==> run_1/congestion.png <==
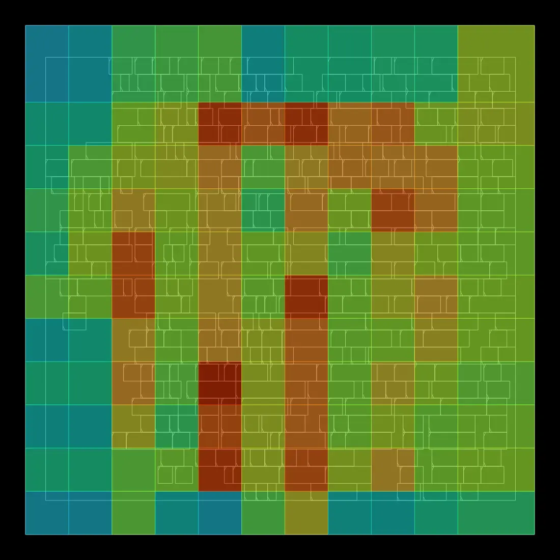
==> run_1/metal_density.png <==
Drawn at 4 px/um. The die is cut into 16 by 16 equal tiles; white is low, dark blue is high, scaled to the fullest tile. Values are wire area over tile area, all layers added.
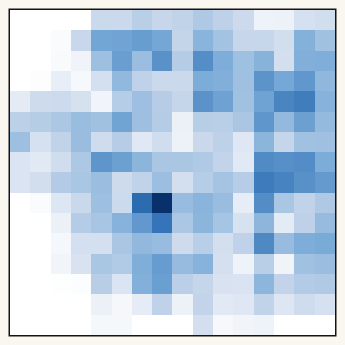
==> run_1/io_fan.png <==
Drawn at 6 px/um.
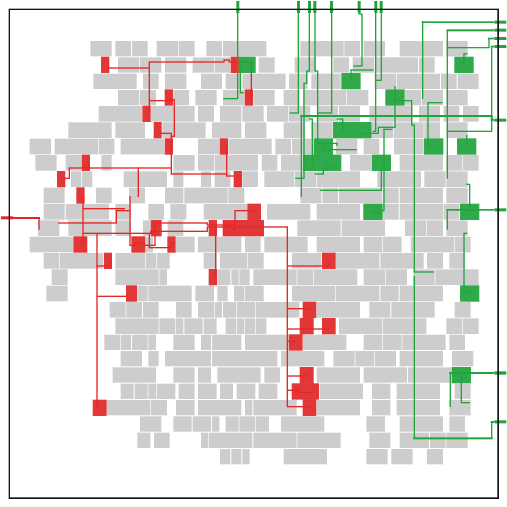
==> run_1/clk_routes.png <==
Drawn at 6 px/um.
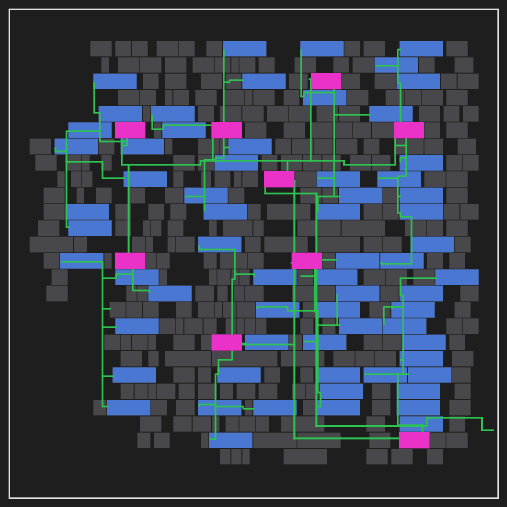
--- src/rtl/jtcop_pkg.sv ---
// rtl/jtcop_pkg.sv - shared state encoding for the palette DMA
// Purpose: state type used by jtcop_paldma.
// Ports: none (package).
package jtcop_pkg;

  typedef enum logic [1:0] {
    ST_IDLE  = 2'd0,
    ST_WAIT  = 2'd1,
    ST_RUN   = 2'd2,
    ST_FLUSH = 2'd3
  } paldma_state_e;

endpackage

--- src/rtl/jtcop_paldma_arb.sv ---
// rtl/jtcop_paldma_arb.sv - combinational palette write-bus mux, DMA over CPU
// Purpose: selects which source drives the palette RAM write port this cycle.
// Ports:
//   dma_vld_i/dma_addr_i/dma_gr_i/dma_b_i   DMA write request and data
//   cpu_req_i/cpu_addr_i/cpu_gr_i/cpu_b_i/cpu_we_i  CPU write request (already
//                                            gated by the FSM) and data
//   addr_o/gr_o/b_o/we_gr_o/we_b_o           selected write bus, all zero when idle
//   cpu_ack_o                                 CPU write taken this cycle
module jtcop_paldma_arb #(
  parameter int AW    = 10,
  parameter int DW_GR = 16,
  parameter int DW_B  = 8
) (
  input  logic             dma_vld_i,
  input  logic [AW-1:0]    dma_addr_i,
  input  logic [DW_GR-1:0] dma_gr_i,
  input  logic [DW_B-1:0]  dma_b_i,
  input  logic             cpu_req_i,
  input  logic [AW-1:0]    cpu_addr_i,
  input  logic [DW_GR-1:0] cpu_gr_i,
  input  logic [DW_B-1:0]  cpu_b_i,
  input  logic [2:0]       cpu_we_i,
  output logic [AW-1:0]    addr_o,
  output logic [DW_GR-1:0] gr_o,
  output logic [DW_B-1:0]  b_o,
  output logic [1:0]       we_gr_o,
  output logic             we_b_o,
  output logic             cpu_ack_o
);

  always_comb begin
    addr_o    = '0;
    gr_o      = '0;
    b_o       = '0;
    we_gr_o   = 2'b00;
    we_b_o    = 1'b0;
    cpu_ack_o = 1'b0;
    if (dma_vld_i) begin
      addr_o  = dma_addr_i;
      gr_o    = dma_gr_i;
      b_o     = dma_b_i;
      we_gr_o = 2'b11;
      we_b_o  = 1'b1;
    end else if (cpu_req_i) begin
      addr_o    = cpu_addr_i;
      gr_o      = cpu_gr_i;
      b_o       = cpu_b_i;
      we_gr_o   = cpu_we_i[1:0];
      we_b_o    = cpu_we_i[2];
      cpu_ack_o = 1'b1;
    end
  end

endmodule

--- src/rtl/jtcop_paldma.sv ---
// rtl/jtcop_paldma.sv - palette DMA: shadow RAM to palette RAM at vblank entry
// Purpose: armed by trig, copies 2**AW shadow entries into the palette RAMs,
//   one per clock, starting at the next vertical-blank entry. CPU palette
//   writes pass through when the DMA is not running and are stalled otherwise.
// Ports:
//   clk, rst                   clock, synchronous active-high reset
//   LVBL                       vertical blank, active low
//   trig                       arm strobe
//   cpu_cs/cpu_addr/cpu_gr/cpu_b/cpu_we, cpu_ok   CPU write request / ack
//   src_addr, src_gr, src_b    shadow RAM read port (1 clk read latency)
//   pal_addr/pal_gr/pal_b/we_gr/we_b              palette RAM write port
//   busy, late                 transfer in progress / transfer overran vblank
module jtcop_paldma
  import jtcop_pkg::*;
#(
  parameter int AW    = 10,
  parameter int DW_GR = 16,
  parameter int DW_B  = 8
) (
  input  logic             clk,
  input  logic             rst,
  input  logic             LVBL,
  input  logic             trig,
  input  logic             cpu_cs,
  input  logic [AW-1:0]    cpu_addr,
  input  logic [DW_GR-1:0] cpu_gr,
  input  logic [DW_B-1:0]  cpu_b,
  input  logic [2:0]       cpu_we,
  output logic             cpu_ok,
  output logic [AW-1:0]    src_addr,
  input  logic [DW_GR-1:0] src_gr,
  input  logic [DW_B-1:0]  src_b,
  output logic [AW-1:0]    pal_addr,
  output logic [DW_GR-1:0] pal_gr,
  output logic [DW_B-1:0]  pal_b,
  output logic [1:0]       we_gr,
  output logic             we_b,
  output logic             busy,
  output logic             late
);

  localparam logic [AW:0] LAST = {1'b0, {AW{1'b1}}};

  paldma_state_e    state_q, state_d;
  logic [AW:0]      cnt_q, cnt_d;
  logic             late_q, late_d;
  logic             busy_q, busy_d;
  logic             lvbl_q;
  // read issued last cycle: its data is on src_gr/src_b now
  logic             rd_vld_q;
  logic [AW-1:0]    rd_addr_q;

  logic             vb_fall, vb_rise, cpu_req;
  logic [AW-1:0]    wr_addr;
  logic [DW_GR-1:0] wr_gr;
  logic [DW_B-1:0]  wr_b;
  logic [1:0]       wr_we_gr;
  logic             wr_we_b, wr_ack;

  logic [AW-1:0]    pal_addr_q;
  logic [DW_GR-1:0] pal_gr_q;
  logic [DW_B-1:0]  pal_b_q;
  logic [1:0]       we_gr_q;
  logic             we_b_q, cpu_ok_q;

  assign vb_fall = lvbl_q & ~LVBL;
  assign vb_rise = ~lvbl_q & LVBL;
  assign cpu_req = cpu_cs & ((state_q == ST_IDLE) | (state_q == ST_WAIT));

  always_comb begin
    state_d = state_q;
    cnt_d   = cnt_q;
    late_d  = late_q;
    unique case (state_q)
      ST_IDLE: begin
        if (trig) begin
          late_d  = 1'b0;
          cnt_d   = '0;
          // an arm coinciding with vblank entry skips the wait
          state_d = vb_fall ? ST_RUN : ST_WAIT;
        end
      end
      ST_WAIT: begin
        if (vb_fall) begin
          state_d = ST_RUN;
          cnt_d   = '0;
        end
      end
      ST_RUN: begin
        cnt_d = cnt_q + 1'b1;
        if (cnt_q == LAST) state_d = ST_FLUSH;
      end
      ST_FLUSH: begin
        state_d = ST_IDLE;
        cnt_d   = '0;
      end
      default: state_d = ST_IDLE;
    endcase
    if (((state_q == ST_RUN) || (state_q == ST_FLUSH)) && vb_rise) late_d = 1'b1;
    // FLUSH issues the last write; busy drops one clock after it lands
    busy_d = (state_d != ST_IDLE) || (state_q == ST_FLUSH);
  end

  jtcop_paldma_arb #(.AW(AW), .DW_GR(DW_GR), .DW_B(DW_B)) u_arb (
    .dma_vld_i  (rd_vld_q),
    .dma_addr_i (rd_addr_q),
    .dma_gr_i   (src_gr),
    .dma_b_i    (src_b),
    .cpu_req_i  (cpu_req),
    .cpu_addr_i (cpu_addr),
    .cpu_gr_i   (cpu_gr),
    .cpu_b_i    (cpu_b),
    .cpu_we_i   (cpu_we),
    .addr_o     (wr_addr),
    .gr_o       (wr_gr),
    .b_o        (wr_b),
    .we_gr_o    (wr_we_gr),
    .we_b_o     (wr_we_b),
    .cpu_ack_o  (wr_ack)
  );

  always_ff @(posedge clk) begin
    if (rst) begin
      state_q    <= ST_IDLE;
      cnt_q      <= '0;
      late_q     <= 1'b0;
      busy_q     <= 1'b0;
      lvbl_q     <= 1'b0;
      rd_vld_q   <= 1'b0;
      rd_addr_q  <= '0;
      pal_addr_q <= '0;
      pal_gr_q   <= '0;
      pal_b_q    <= '0;
      we_gr_q    <= 2'b00;
      we_b_q     <= 1'b0;
      cpu_ok_q   <= 1'b0;
    end else begin
      state_q    <= state_d;
      cnt_q      <= cnt_d;
      late_q     <= late_d;
      busy_q     <= busy_d;
      lvbl_q     <= LVBL;
      rd_vld_q   <= (state_q == ST_RUN);
      rd_addr_q  <= cnt_q[AW-1:0];
      pal_addr_q <= wr_addr;
      pal_gr_q   <= wr_gr;
      pal_b_q    <= wr_b;
      we_gr_q    <= wr_we_gr;
      we_b_q     <= wr_we_b;
      cpu_ok_q   <= wr_ack;
    end
  end

  assign src_addr = cnt_q[AW-1:0];
  assign pal_addr = pal_addr_q;
  assign pal_gr   = pal_gr_q;
  assign pal_b    = pal_b_q;
  assign we_gr    = we_gr_q;
  assign we_b     = we_b_q;
  assign cpu_ok   = cpu_ok_q;
  assign busy     = busy_q;
  assign late     = late_q;

endmodule

--- config.mk ---
export PLATFORM = sky130hd
export DESIGN_NAME = jtcop_paldma
export DESIGN_NICKNAME = d
export VERILOG_FILES = /design/src/rtl/jtcop_pkg.sv /design/src/rtl/jtcop_paldma_arb.sv /design/src/rtl/jtcop_paldma.sv
export SDC_FILE = /design/constraint.sdc
export NUM_CORES = 1
export LEC_CHECK = 0
export CAP_MARGIN = 20
export CORE_MARGIN = 3
export CORE_UTILIZATION = 41
export CTS_BUF_LIST = sky130_fd_sc_hd__clkbuf_4 sky130_fd_sc_hd__clkbuf_8
export CTS_CLUSTER_DIAMETER = 200
export DETAILED_ROUTE_END_ITERATION = 7
export MAX_ROUTING_LAYER = met4
export PLACE_DENSITY = 0.88
export SYNTH_ARGS = -nofsm -noshare
export SYNTH_HDL_FRONTEND = slang
export SYNTH_SLANG_ARGS = --single-unit
export TNS_END_PERCENT = 5
--- constraint.sdc ---
create_clock -name clk -period 1.9 [get_ports clk]
set_clock_uncertainty 0.2 [all_clocks]
set_input_delay 0.38 -clock clk [delete_from_list [all_inputs] [get_ports clk]]
set_output_delay 0.38 -clock clk [all_outputs]
set_load 0.05 [all_outputs]
==> flow_summary.ini, run 1 <==
; flow metrics
[synthesis]
ys_types = 37
syn_inst = 217
topCellsByArea = dfxtp_1 56%, a22o_1 9.4%, nor2b_1 4.0%
synth_stat.cells = 217
compound_area_share_pct = 19.0
synthArstFlopShare_pct = 0
mux_share_pct = 0.431
ys_ff = 65
synthMostInstantiatedCell = dfxtp_1
ff_type = dfxtp_1
yosys_warnings = 0
ys_seq_share_pct = 56.1
syn_nets = 284
top_area_share_pct = 56.1
xor_area_share_pct = 1.51
synthTopCellsByCount = 65 x dfxtp_1, 25 x a22o_1, 23 x nor2_1
yosysTopAreaCell = dfxtp_1
netlist_area_um2 = 2320

[final_layout]
inverters = 3
most-common-layout-cells = 65 x dfxtp_1, 65 x clkdlybuf4s50_1, 57 x buf_4, 25 x a22o_1, 23 x nor2_1
logic_area_um2 = 857
stdcell_count = 415
clock_area_share_pct = 5.30
flops = 65
signal_buffers = 134
n_antenna_cell = 0
regArea_um2 = 1300
nonClkBufAreaFrac_pct = 34.9
layout-drive-gt1-share_pct = 25.8
syn_to_final_growth_pct = 62.7
largest_class = buffers
nClkBuffers = 11

[hold_path]
hold_path.class = flip-flop to flip-flop
whs_path_depth = 1
min_to = pal_addr[8]$_SDFF_PP0_

[grt]
antenna_found_initial = 0
grtUsageTotal_pct = 20.0
grt-ovfl-total = 0
grt_max_degree = 27

[floorplan]
die_w_um = 81.2
die_h_um = 81.2
die-area_um2 = 6600
tapCellCount = 70
core-area_um2 = 5300
initCoreUtil_pct = 43.8

[timing]
timing_hold_violations_final = 0
holdWs_ns = 0.241
rsz0062_at_grt = no
fmax_mhz = 574
worst_slack_ns = 0.157
finalSetupViolCount = 0
drv_slew = 0
relSlewSlack_pct = 72.9

[setup_path]
critical_path.top_delay_family = buffers and inverters
crit_start = LVBL
r2r-end = cnt_q[10]$_SDFFE_PP0P_
cp_slowest_cell = clkdlybuf4s50_1
start_kind = primary input
reg2reg_depth = 4
r2r_slack_ns = 0.23
crit_cells = 5
worstSetupEndpointType = flip-flop
cp.required_ns = 1.92
critPathMaxFanout = 5
critPathKind = primary input to flip-flop
worstPathCellList = clkdlybuf4s50_1, and3b_1, o311ai_0, xor2_1, nor2_1
crit_buf_inv = 1

[cts]
tritoncts = yes
path_clk_slew_ns = 0.07
post_cts_resized = 0
cts_buffers = 9
clk_path_buf_depth = 2
root_buffer = clkbuf_8
clock_latency_ns = 0.33
hold_buffers = 0

[pwr]
p_per_area_nw_per_um2 = 811
leakagePower_nw = 1.59
p_total_w = 0.00306

[place]
dp_cells = 399
gp_congestion = 0.777
placed_area_um2 = 3580

[detailed_routing]
drt_wl_total_mm = 6.41
vias_per_cell = 4.95
first_pass_iters = 4
route.detailed.drc = 0
num_vias = 2053

[run]
log.warning_count = 26
maxCapViolCount = 0

[status]
outcome = finished, final reports clean
Back to the opening pictures, congestion.png:
final core occ: 71.2%
grt met2 use: 35.1%

Back to the opening pictures, metal_density.png:
tiles over half the peak: 14%
mean over tiles: 0.16
nearly empty tiles: 14%
fullest tile: 0.57
emptiest ninth of the die: south-west

Back to the opening pictures, io_fan.png:
[red] `rst` | bits: 1 | direction: input | end cells: 33 | buffers: 3 | wire: 325 um
[green] `cpu_gr` | bits: 16 | direction: input | end cells: 16 | buffers: 16 | wire: 502 um
# port buffers: 115
IO Pins: 116

Back to the opening pictures, clk_routes.png:
[magenta] clock drivers | count: 9
[blue] flip-flops | count: 65
[green] clock wires | length: 694 um
routed clock nets: 10
flops lie: all over the die
Clock power frac: 37.2%
Clk. pwr: 0.00114 W

==> run 1: where the power goes <==
part	switching (W)	total [W]	internal, W
clock network	0.000490	0.00114	0.000651
registers	0.0000164	0.00143	0.00141
logic	0.000261	0.000498	0.000237
total	0.000767	0.00306	0.00230
==> run 1: flip-flops by register name, indices dropped and copies added, names as in the netlist, 2 cells and up <==
signal and count:
rd_addr_q 10, we_gr 2, cnt_q 11, pal_addr 10, pal_gr 16, state_q 2
pal_b 8
==> run 1: per-layer routing <==
metal / GRT usage (%) / wire [um] / vias to the layer above
met4: 9.29 / 111 / 0
met3: 7.98 / 645 / 10
met2: 35.1 / 3400 / 89
li1: - / - / 1009
met5: - / 0 / -
met1: 19.2 / 2260 / 945
--- run 2 (diff from run 1) ---
--- a/config.mk
+++ b/config.mk
@@ -13,6 +13,8 @@
 export DETAILED_ROUTE_END_ITERATION = 7
 export MAX_ROUTING_LAYER = met4
 export PLACE_DENSITY = 0.88
+export RECOVER_POWER = 25
+export SETUP_SLACK_MARGIN = 0.2
 export SYNTH_ARGS = -nofsm -noshare
 export SYNTH_HDL_FRONTEND = slang
 export SYNTH_SLANG_ARGS = --single-unit
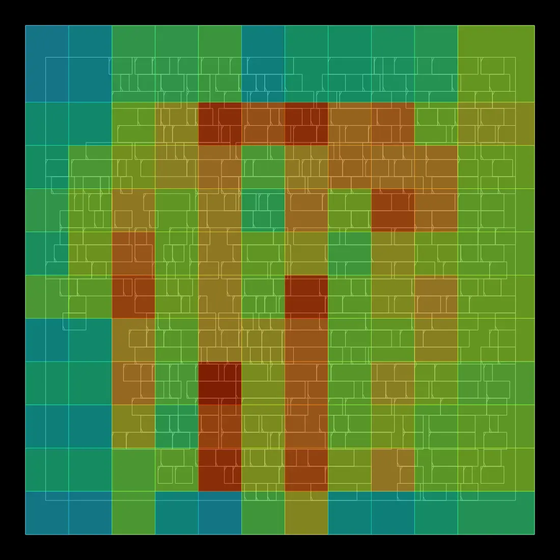
(run_2/congestion.png)
GR Util met1: 19.2%
GRT Util Overall: 20.0%

==> run 2 against run 1 <==
Against the previous run: clock-buffer cell count unchanged; synthesized cell count unchanged; worst setup slack better by 0.049 ns; utilization down 0.85 points; area after synthesis unchanged; final area down 1.2%; sequential share of layout area up 0.42 points; register-to-register slack about the same; total power down 0.39%; routed wire length up 0.30%; combinational power down 2%; sequential power about the same; critical path type is now flip-flop to output pin; highest routed layer unchanged.
==> flow_summary.ini, run 2 <==
; flow metrics
[timing]
drv_slew = 0
holdWs_ns = 0.241
rsz0062_at_grt = yes
timing_hold_violations_final = 0
worst_slack_ns = 0.206
fmax_mhz = 590
relSlewSlack_pct = 59.3

[setup_path]
worstPathCellList = clkbuf_1
cp_slowest_cell = clkbuf_1
critical_path.top_delay_family = buffers and inverters
cp.required_ns = 1.32
critPathMaxFanout = 1
reg2reg_depth = 4
crit_start = pal_gr[13]$_SDFF_PP0_
critPathKind = flip-flop to output pin
start_kind = flip-flop
crit_buf_inv = 1
worstSetupEndpointType = output pin
r2r_slack_ns = 0.23
r2r-end = state_q[0]$_SDFF_PP0_

[synthesis]
yosysTopAreaCell = dfxtp_1
yosys_warnings = 0
ff_type = dfxtp_1
syn_nets = 284
syn_inst = 217
ys_seq_share_pct = 56.1
ys_types = 37
topCellsByArea = dfxtp_1 56%, a22o_1 9.4%, nor2b_1 4.0%
synthMostInstantiatedCell = dfxtp_1

[final_layout]
largest_reg_flops = 16
syn_to_final_growth_pct = 60.8
most-common-layout-cells = 65 x dfxtp_1, 64 x clkdlybuf4s50_1, 44 x buf_4, 25 x a22o_1, 23 x nor2_1
logic_area_um2 = 860
stdcell_count = 415
layout-drive-gt1-share_pct = 22.9

[cts]
hold_buffers = 0
clock_latency_ns = 0.33
cts_buffers = 9
post_cts_resized = 1

[grt]
antenna_found_initial = 0
gr-usage-met2_pct = 35.1
met3_usage_pct = 7.98
grt_most_used_layer = met2
grt_max_degree = 27
grt-ovfl-total = 0

[pwr]
power-top-group = sequential cells
combPwrFrac_pct = 16.0
powerComb_w = 0.000487
leakagePower_nw = 1.54
p_total_w = 0.00305
p_int_w = 0.00229
switching_share_pct = 25.1
p_per_area_nw_per_um2 = 818
p_sw_w = 0.000767
pwr-share-seq_pct = 46.7

[hold_path]
min_to = pal_addr[8]$_SDFF_PP0_
whs_path_depth = 1
hold_path.class = flip-flop to flip-flop

[place]
dp_cells = 399
port_buffers = 115
placed_area_um2 = 3580
gp_congestion = 0.777

[detailed_routing]
vias_per_cell = 4.95
first_pass_iters = 4
route.detailed.drc = 0
drt_wl_total_mm = 6.43

[run]
log.warning_count = 28
maxCapViolCount = 0

[floorplan]
initCoreUtil_pct = 43.8
die-area_um2 = 6600
die_w_um = 81.2
die_h_um = 81.2

[status]
outcome = finished, final reports clean
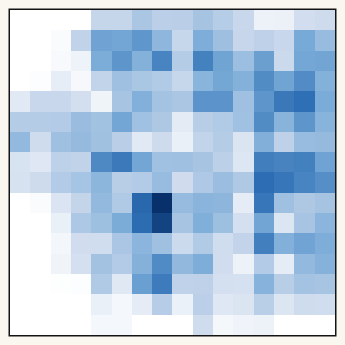
(run_2/metal_density.png)
Drawn at 4 px/um. The die is cut into 16 by 16 equal tiles; white is low, dark blue is high, scaled to the fullest tile. Values are wire area over tile area, all layers added.
via count: 2056
Routed wire per std cell: 15.5 um

==> run 2: cell count changes in the layout (fill, tap and decap cells not counted) <==
cell | before | now
clkbuf_1 | 0 | 12
o311ai_0 | 2 | 0
and3b_1 | 1 | 0
and3b_2 | 0 | 1
o311ai_1 | 0 | 2
and2b_1 | 1 | 0
dlygate4sd3_1 | 0 | 1
clkbuf_2 | 0 | 1
clkdlybuf4s50_1 | 65 | 64
and2b_2 | 0 | 1
buf_4 | 57 | 44
==> run 2: final cells by class <==
type,instances,share of cell area [%]
repair buffers,134,34.1
clock inverters,5,1.48
clock buffers,11,3.89
inverters,3,0.302
well taps,70,2.35
multi-input cells,127,23.0
flip-flops and latches,65,34.9
==> run 2: layer usage <==
metal  part of all wire [%]  wire, um
met5                      0         0
met3                     10       652
met2                     53      3430
met1                     35      2240
met4                    1.7       111
--- run 3 (diff from run 2) ---
==> constraint.sdc (replaced) <==
create_clock -name clk -period 1.6 [get_ports clk]
set_clock_uncertainty 0.2 [all_clocks]
set_input_delay 0.32 -clock clk [delete_from_list [all_inputs] [get_ports clk]]
set_output_delay 0.32 -clock clk [all_outputs]
set_load 0.05 [all_outputs]
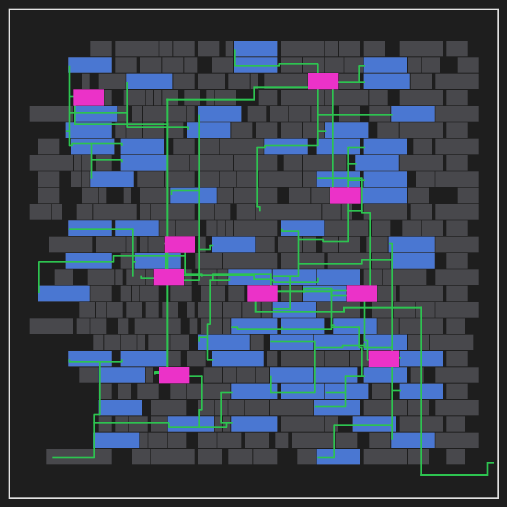
(run_3/clk_routes.png)
Drawn at 6 px/um.
Clk. pwr: 0.00156 W
Clock power frac: 38.7%
Latency at later pin: 0.35 ns

==> run 3 against run 2 <==
Against the previous run: the run now ends with negative setup slack left; worst setup slack lost 0.25 ns; worst hold slack better by 0.0026 ns; highest routed layer unchanged; sequential cell count did not move; sequential power up about 20%; largest power group unchanged; first-iteration DRC count increased to 3.6 times the previous value.
==> flow_summary.ini, run 3 <==
; flow metrics
[place]
port_buffers = 115
gp_congestion = 0.814
dp_cells = 405
placed_area_um2 = 4150

[timing]
fin_setup_tns_ns = -0.0512
relSlewSlack_pct = 65.0
rsz0062_at_grt = yes
timing_hold_violations_final = 0
holdWs_ns = 0.243
drv_slew = 0
finalSetupViolCount = 3
fmax_mhz = 607
worst_slack_ns = -0.0477

[detailed_routing]
route.detailed.drc = 0
vias_per_cell = 5.49
highest_layer = met4
wl_met1_mm = 3.61
met3WireLength_um = 711
route.met2.wl_mm = 5.02
first_pass_iters = 4

[grt]
grt_max_degree = 27
met1_usage_pct = 28.4
gr-usage-met2_pct = 50.0
grt-ovfl-total = 0
grt_most_used_layer = met2
antenna_found_initial = 1

[floorplan]
initCoreUtil_pct = 43.8
die_w_um = 81.2
die_h_um = 81.2
pin_count = 116
core-area_um2 = 5300
die-area_um2 = 6600

[synthesis]
syn_inst = 217
yosysTopAreaCell = dfxtp_1
yosys_warnings = 0
syn_nets = 284
ff_type = dfxtp_1
top_area_share_pct = 56.1
netlist_area_um2 = 2320
synthTopCellsByCount = 65 x dfxtp_1, 25 x a22o_1, 23 x nor2_1
synthArstFlopShare_pct = 0
xor_area_share_pct = 1.51
compound_area_share_pct = 19.0
mux_share_pct = 0.431
ys_types = 37
topCellsByArea = dfxtp_1 56%, a22o_1 9.4%, nor2b_1 4.0%
synth_stat.cells = 217
ys_seq_share_pct = 56.1
ys_ff = 65
synthMostInstantiatedCell = dfxtp_1
fa_ha_area_share_pct = 0.539

[status]
outcome = finished with violations
violations = negative setup slack

[cts]
clk_path_buf_depth = 2
path_clk_slew_ns = 0.07
post_cts_resized = 18
cts_buffers = 9
hold_buffers = 0
root_buffer = clkbuf_8

[final_layout]
postLayoutCoreUtil_pct = 84.8
layout-drive-gt1-share_pct = 39.0
syn_to_final_growth_pct = 93.7
largest_reg_flops = 16
most-common-layout-cells = 62 x clkdlybuf4s50_1, 52 x buf_12, 44 x dfxtp_1, 25 x a22o_1, 22 x nor2_1

[setup_path]
r2r_slack_ns = -0.05
critPathMaxFanout = 7
cp.arrival_ns = 1.68
start_kind = flip-flop
crit_start = state_q[0]$_SDFF_PP0_
critPathKind = flip-flop to flip-flop
reg2reg_depth = 4
worstSetupEndpointType = flip-flop
cp.required_ns = 1.63
r2r-end = cnt_q[4]$_SDFFE_PP0P_

[hold_path]
whs_path_depth = 3
hold_path.class = primary input to flip-flop

[pwr]
p_total_w = 0.00403
leakagePower_nw = 1.79

[run]
maxCapViolCount = 0
log.warning_count = 30
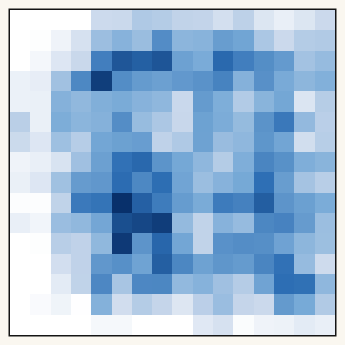
(run_3/metal_density.png)
Drawn at 4 px/um. The die is cut into 16 by 16 equal tiles; white is low, dark blue is high, scaled to the fullest tile. Values are wire area over tile area, all layers added.
via count: 2317
Routed wire per std cell: 22.8 um
GRT Util Overall: 27.9%
Routed WL: 9.61 mm

run 3: cell counts after synthesis:
Identical to the previous run, type by type.
run 3: worst max-delay path, stage by stage, from the launching register on:
cell	delay, ns
dfxtp_2	0.33
and3b_2	0.27
o31ai_4	0.43
xor2_1	0.23
nor2_1	0.08
run 3: cell type report:
type | count | area (um^2)
multi-input combinational | 127 | 963
antenna | 1 | 2.50
tap | 70 | 87.6
fill | 234 | 807
clock buffer | 9 | 124
inverter | 3 | 11.3
clock inverter | 7 | 95.1
timing repair buffer | 140 | 1880
sequential | 65 | 1340
run 3: report_power, final:
group	leakage (nW)	switching (W)	total (W)	internal [W]
clock	0.109	0.000684	0.00156	0.000876
sequential	0.541	0.0000530	0.00172	0.00167
combinational	1.14	0.000342	0.000747	0.000405
total	1.79	0.00108	0.00403	0.00295
Power and IR drop assume default switching activity.
